File: src/rtl/writeback_scheduler_pkg.sv
// Shared writeback types: the writeback payload and the output-slot state encoding.
package writeback_scheduler_pkg;

  typedef struct packed {
    logic [4:0]  rd;
    logic [31:0] value;
  } writeback_arbiter_data_t;

  typedef enum logic {
    WB_SLOT_EMPTY = 1'b0,
    WB_SLOT_FULL  = 1'b1
  } wb_slot_state_e;

endpackage

File: src/rtl/wb_output_slot.sv
// One-entry registered writeback slot; can drain and refill in the same cycle.
module wb_output_slot
  import writeback_scheduler_pkg::*;
(
  input  logic                    clk,
  input  logic                    rst,
  input  logic                    flush_i,
  input  logic                    load_i,
  input  writeback_arbiter_data_t load_data_i,
  input  logic                    ready_i,
  output logic                    valid_o,
  output logic                    free_o,
  output writeback_arbiter_data_t data_o
);

  wb_slot_state_e          state_q, state_d;
  writeback_arbiter_data_t data_q, data_d;

  assign valid_o = (state_q == WB_SLOT_FULL);
  assign free_o  = (state_q == WB_SLOT_EMPTY) || ready_i;
  assign data_o  = data_q;

  always_comb begin
    state_d = state_q;
    data_d  = data_q;
    if (flush_i) begin
      state_d = WB_SLOT_EMPTY;
    end else if (load_i) begin
      state_d = WB_SLOT_FULL;
      data_d  = load_data_i;
    end else if (state_q == WB_SLOT_FULL && ready_i) begin
      state_d = WB_SLOT_EMPTY;
    end
  end

  always_ff @(posedge clk) begin
    if (rst) begin
      state_q <= WB_SLOT_EMPTY;
      data_q  <= '0;
    end else begin
      state_q <= state_d;
      data_q  <= data_d;
    end
  end

endmodule

File: src/rtl/writeback_scheduler.sv
// Post office / mailbox writeback scheduler with starvation-bounded fixed priority.
// Optional statistics ports enabled by WRITEBACK_SCHEDULER_STATS_EN.
module writeback_scheduler
  import writeback_scheduler_pkg::*;
#(
  parameter int unsigned STARVE_LIMIT = 4,
  parameter int unsigned CNT_W        = 4
) (
  input  logic                    clk,
  input  logic                    rst,
  input  logic                    flush,
  input  logic                    postoffice_writeback_arbiter_valid,
  output logic                    writeback_arbiter_postoffice_acknowledge,
  input  writeback_arbiter_data_t postoffice_writeback_arbiter_data,
  input  logic                    mailbox_writeback_arbiter_valid,
  output logic                    writeback_arbiter_mailbox_acknowledge,
  input  writeback_arbiter_data_t mailbox_writeback_arbiter_data,
  output logic                    writeback_arbiter_wb_valid,
  input  logic                    wb_writeback_arbiter_ready,
  output writeback_arbiter_data_t writeback_arbiter_wb_data
`ifdef WRITEBACK_SCHEDULER_STATS_EN
  ,
  output logic [31:0]             stat_postoffice_grants,
  output logic [31:0]             stat_mailbox_grants,
  output logic [31:0]             stat_wb_stall_cycles
`endif
);

  localparam logic [CNT_W-1:0] LIMIT = CNT_W'(STARVE_LIMIT);

  logic                    slot_free;
  logic                    can_grant, force_mb, grant_po, grant_mb;
  logic [CNT_W-1:0]        cnt_q, cnt_d;
  writeback_arbiter_data_t load_data;

  assign can_grant = slot_free && !flush && !rst;
  assign force_mb  = mailbox_writeback_arbiter_valid && (cnt_q >= LIMIT);
  assign grant_mb  = can_grant && (force_mb ||
                     (!postoffice_writeback_arbiter_valid && mailbox_writeback_arbiter_valid));
  assign grant_po  = can_grant && !force_mb && postoffice_writeback_arbiter_valid;
  assign load_data = grant_mb ? mailbox_writeback_arbiter_data
                              : postoffice_writeback_arbiter_data;

  assign writeback_arbiter_postoffice_acknowledge = grant_po;
  assign writeback_arbiter_mailbox_acknowledge    = grant_mb;

  // Counts post-office wins while the mailbox waits; saturates at the limit.
  always_comb begin
    cnt_d = cnt_q;
    if (flush) begin
      cnt_d = '0;
    end else if (grant_po && mailbox_writeback_arbiter_valid) begin
      if (cnt_q < LIMIT) cnt_d = cnt_q + CNT_W'(1);
    end else if (grant_mb || !mailbox_writeback_arbiter_valid) begin
      cnt_d = '0;
    end
  end

  always_ff @(posedge clk) begin
    if (rst) cnt_q <= '0;
    else     cnt_q <= cnt_d;
  end

  wb_output_slot u_slot (
    .clk         (clk),
    .rst         (rst),
    .flush_i     (flush),
    .load_i      (grant_po || grant_mb),
    .load_data_i (load_data),
    .ready_i     (wb_writeback_arbiter_ready),
    .valid_o     (writeback_arbiter_wb_valid),
    .free_o      (slot_free),
    .data_o      (writeback_arbiter_wb_data)
  );

`ifdef WRITEBACK_SCHEDULER_STATS_EN
  logic [31:0] stat_po_q, stat_mb_q, stat_stall_q;

  always_ff @(posedge clk) begin
    if (rst) begin
      stat_po_q    <= '0;
      stat_mb_q    <= '0;
      stat_stall_q <= '0;
    end else begin
      if (grant_po) stat_po_q <= stat_po_q + 32'd1;
      if (grant_mb) stat_mb_q <= stat_mb_q + 32'd1;
      if (writeback_arbiter_wb_valid && !wb_writeback_arbiter_ready)
        stat_stall_q <= stat_stall_q + 32'd1;
    end
  end

  assign stat_postoffice_grants = stat_po_q;
  assign stat_mailbox_grants    = stat_mb_q;
  assign stat_wb_stall_cycles   = stat_stall_q;
`endif

endmodule
File: config.mk
export PLATFORM = sky130hd
export DESIGN_NAME = writeback_scheduler
export DESIGN_NICKNAME = d
export VERILOG_FILES = /design/src/rtl/writeback_scheduler_pkg.sv /design/src/rtl/wb_output_slot.sv /design/src/rtl/writeback_scheduler.sv
export SDC_FILE = /design/constraint.sdc
export NUM_CORES = 1
export LEC_CHECK = 0
export CORE_AREA = 2 2 87 89
export DETAILED_ROUTE_END_ITERATION = 12
export DIE_AREA = 0 0 89 91
export GPL_TIMING_DRIVEN = 1
export PLACE_DENSITY = 0.81
export SKIP_LAST_GASP = 1
export SYNTH_ARGS = -nofsm -noshare
export SYNTH_HDL_FRONTEND = slang
export SYNTH_HIERARCHICAL = 1
export SYNTH_SLANG_ARGS = --single-unit
export TNS_END_PERCENT = 100
File: constraint.sdc
create_clock -name clk -period 2.2 [get_ports clk]
set_input_delay 0.55 -clock clk [delete_from_list [all_inputs] [get_ports clk]]
set_output_delay 0.55 -clock clk [all_outputs]
set_load 0.02 [all_outputs]
==> notes.md <==
Status on the layout run. The flow ran to the end, and the final reports show no timing, DRC or antenna violations. The clock network accounts for 29.6% of the total power. Ranking logic cells in the layout by count gives the top entries clkdlybuf4s50_1, dfxtp_1, nand2b_1.

Number of H-tree branching levels landed at 2. In the final layout, the share of cells above drive strength 1 is 27.0%. Multi-input combinational cell count landed at 170.

Number of signal-net inverters in the final layout landed at 2. Number of cells traversed by the worst hold path landed at 2. The most common logic cell in the final layout is clkdlybuf4s50_1. Number of cell instances after yosys synthesis landed at 238. Entering global routing, the biggest net connects 77 pins.

Counting the buffers created by CTS gives 5. Post-CTS setup-driven buffer insertion count landed at 2. Post-synthesis share of cell area spent on and-or and or-and gates landed at 12.6%. In this run the worst hold path is classified as reg2reg. Worst setup slack after layout landed at 0.116 ns. The finished cells cover 4000 um2. The endpoint of the worst hold path is reported as u_slot/data_o[31]. Count of antenna diodes in the layout landed at 0. Mean cell area of the mapped netlist landed at 11.2 um2.

Power in the clock group landed at 0.512 mW. Clock-pin slew reported for the worst setup and hold paths after clock tree synthesis landed at 0.09 ns. Non-clock buffer share of cell area landed at 32.9%. Per the post-route antenna check, the number of violating nets is 0. Post-layout instance count excluding filler cells landed at 454.

Register-to-register setup slack landed at 0.37 ns. TritonCTS built the clock tree. Worst vdd rail ir drop landed at 0.231 mV. The biggest slice of the total power is consumed by registers. Tap cell count landed at 99. Global-route wire length before repair landed at 10200 um. Slew at the pin closest to its max-slew limit landed at 0.530 ns. Number of nets in the synthesized netlist landed at 319. Path length in cells of the critical path landed at 6. Per the layout report, the design carries 7 clock buffers. Per the OpenROAD power report, leakage power amounts to 1.49 nW. After detailed placement, the total cell area comes to 3860 um2. Endpoints failing hold in the final report were tallied at 0.

Post-place setup slack landed at -0.632 ns. After synthesis, the largest area contributor takes up 31.4% of total cell area. STA lists the endpoint of the worst register-to-register path as u_slot/data_o[34]. Post-synthesis to final-layout area growth landed at 49.5%. Xor/xnor cell area share of the yosys netlist landed at 0%.

Via count of the first global-routing pass landed at 2220. Setup repair after global routing left no endpoint under its margin. By area, the class that comes first in the final layout consists of logic gates. The timing report gives the biggest stage delay along the critical path as 0.22 ns. The analysis attributes to net switching a power of 0.417 mW. Number of detailed-routing iterations run before antenna repair landed at 4.

Of the total power, registers draw 45.9%. Net switching fraction of the power landed at 24.2%. The largest individual stage delay along the critical path comes from the cell nor3b_4. Number of pins exceeding their max-slew limit in the final report landed at 0. Part of the Yosys area used for sequential elements landed at 31.4%. After synthesis, the chip area reported by Yosys is 2670 um2.
[registers in the layout (all words and copies together) (netlist names)]
name / count
u_slot/data_o: 37
u_slot/valid_o: 1
cnt_q: 4
[through the flow]
step	utilization, %	hold WS [ns]
2_1_floorplan	-	0.454
3_3_place_gp	54.2	0.460
3_5_place_dp	54.2	0.465
4_1_cts	56.0	0.478
5_1_grt	56.0	0.494
6_report	56.0	0.474
[layer usage]
| layer | GRT usage [%] | share of wire [%] | up-vias |
|---|---|---|---|
| met3 | 4.91 | 6.6 | 6 |
| met4 | 4.23 | 1.3 | 0 |
| li1 | - | - | 1094 |
| met5 | 0 | 0 | - |
| met2 | 27.1 | 50 | 76 |
| met1 | 18.5 | 42 | 1026 |
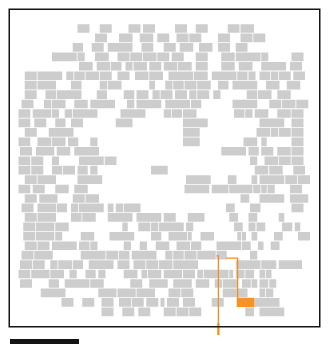
Fig. 1. Port wiring.
Scale bar: 20 um.
legend:
  `wb_writeback_arbiter_ready`:
    colour: orange
    direction: input
    edge: bottom
    end_cells: 1
    wire: 36.2 um
number of top-level design ports: 120
quantity of I/O buffers inserted on ports: 119

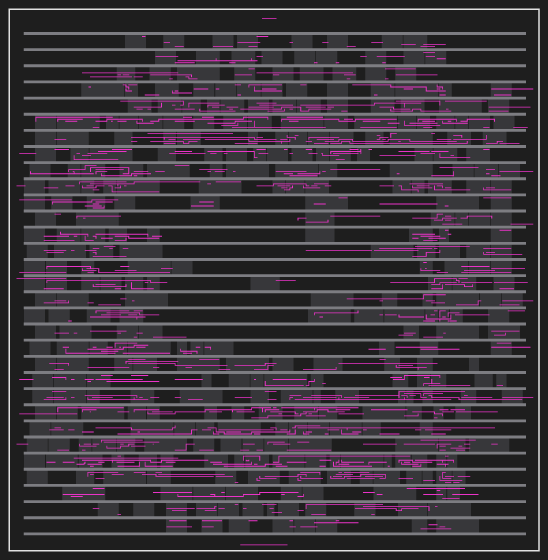
Fig. 2. Metal 1.
Supply wires on this layer in grey.
nets with wire on the layer: 370
share of all routed wire: 42%
wire length on this layer: 2660 um
main direction: horizontal
global-route met1 utilization: 18.5%
number of vias in the routed layout: 2202

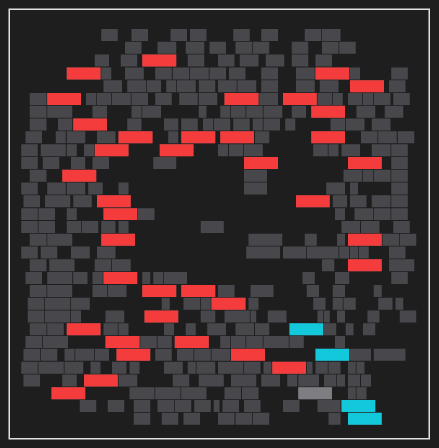
Fig. 3. Sequential cells grouped by signal name.
Other sequential cells in the stronger grey, the rest of the logic in the fainter grey.
legend:
  `u_slot/data_o`:
    colour: red
    sequential_cells: 37
    where: widely spread
  `cnt_q`:
    colour: cyan
    sequential_cells: 4
    where: lower right
power in sequential cells: 0.793 mW
Core Util, Final: 56.0%
Reg area: 841 um2

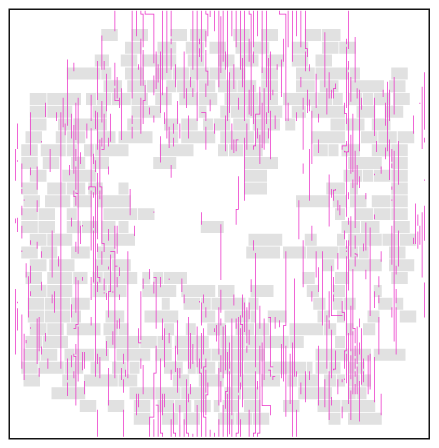
Fig. 4. Signal wires on met2.
nets with wire on the layer: 381
share of all routed wire: 50%
wire length on this layer: 3140 um
met2 Resource Use GR: 27.1%
total length of routed wires: 6300 um

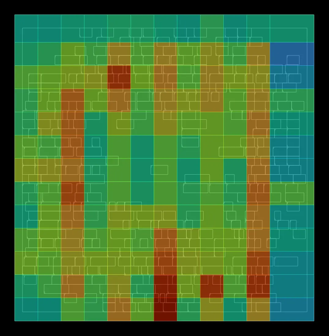
Fig. 5. Routing congestion map.
gr usage total: 15.7%
Routed WL per cell: 13.9 um
GR Util met3: 4.91%

No activity file was given, so power comes from the tool's default toggle rates.
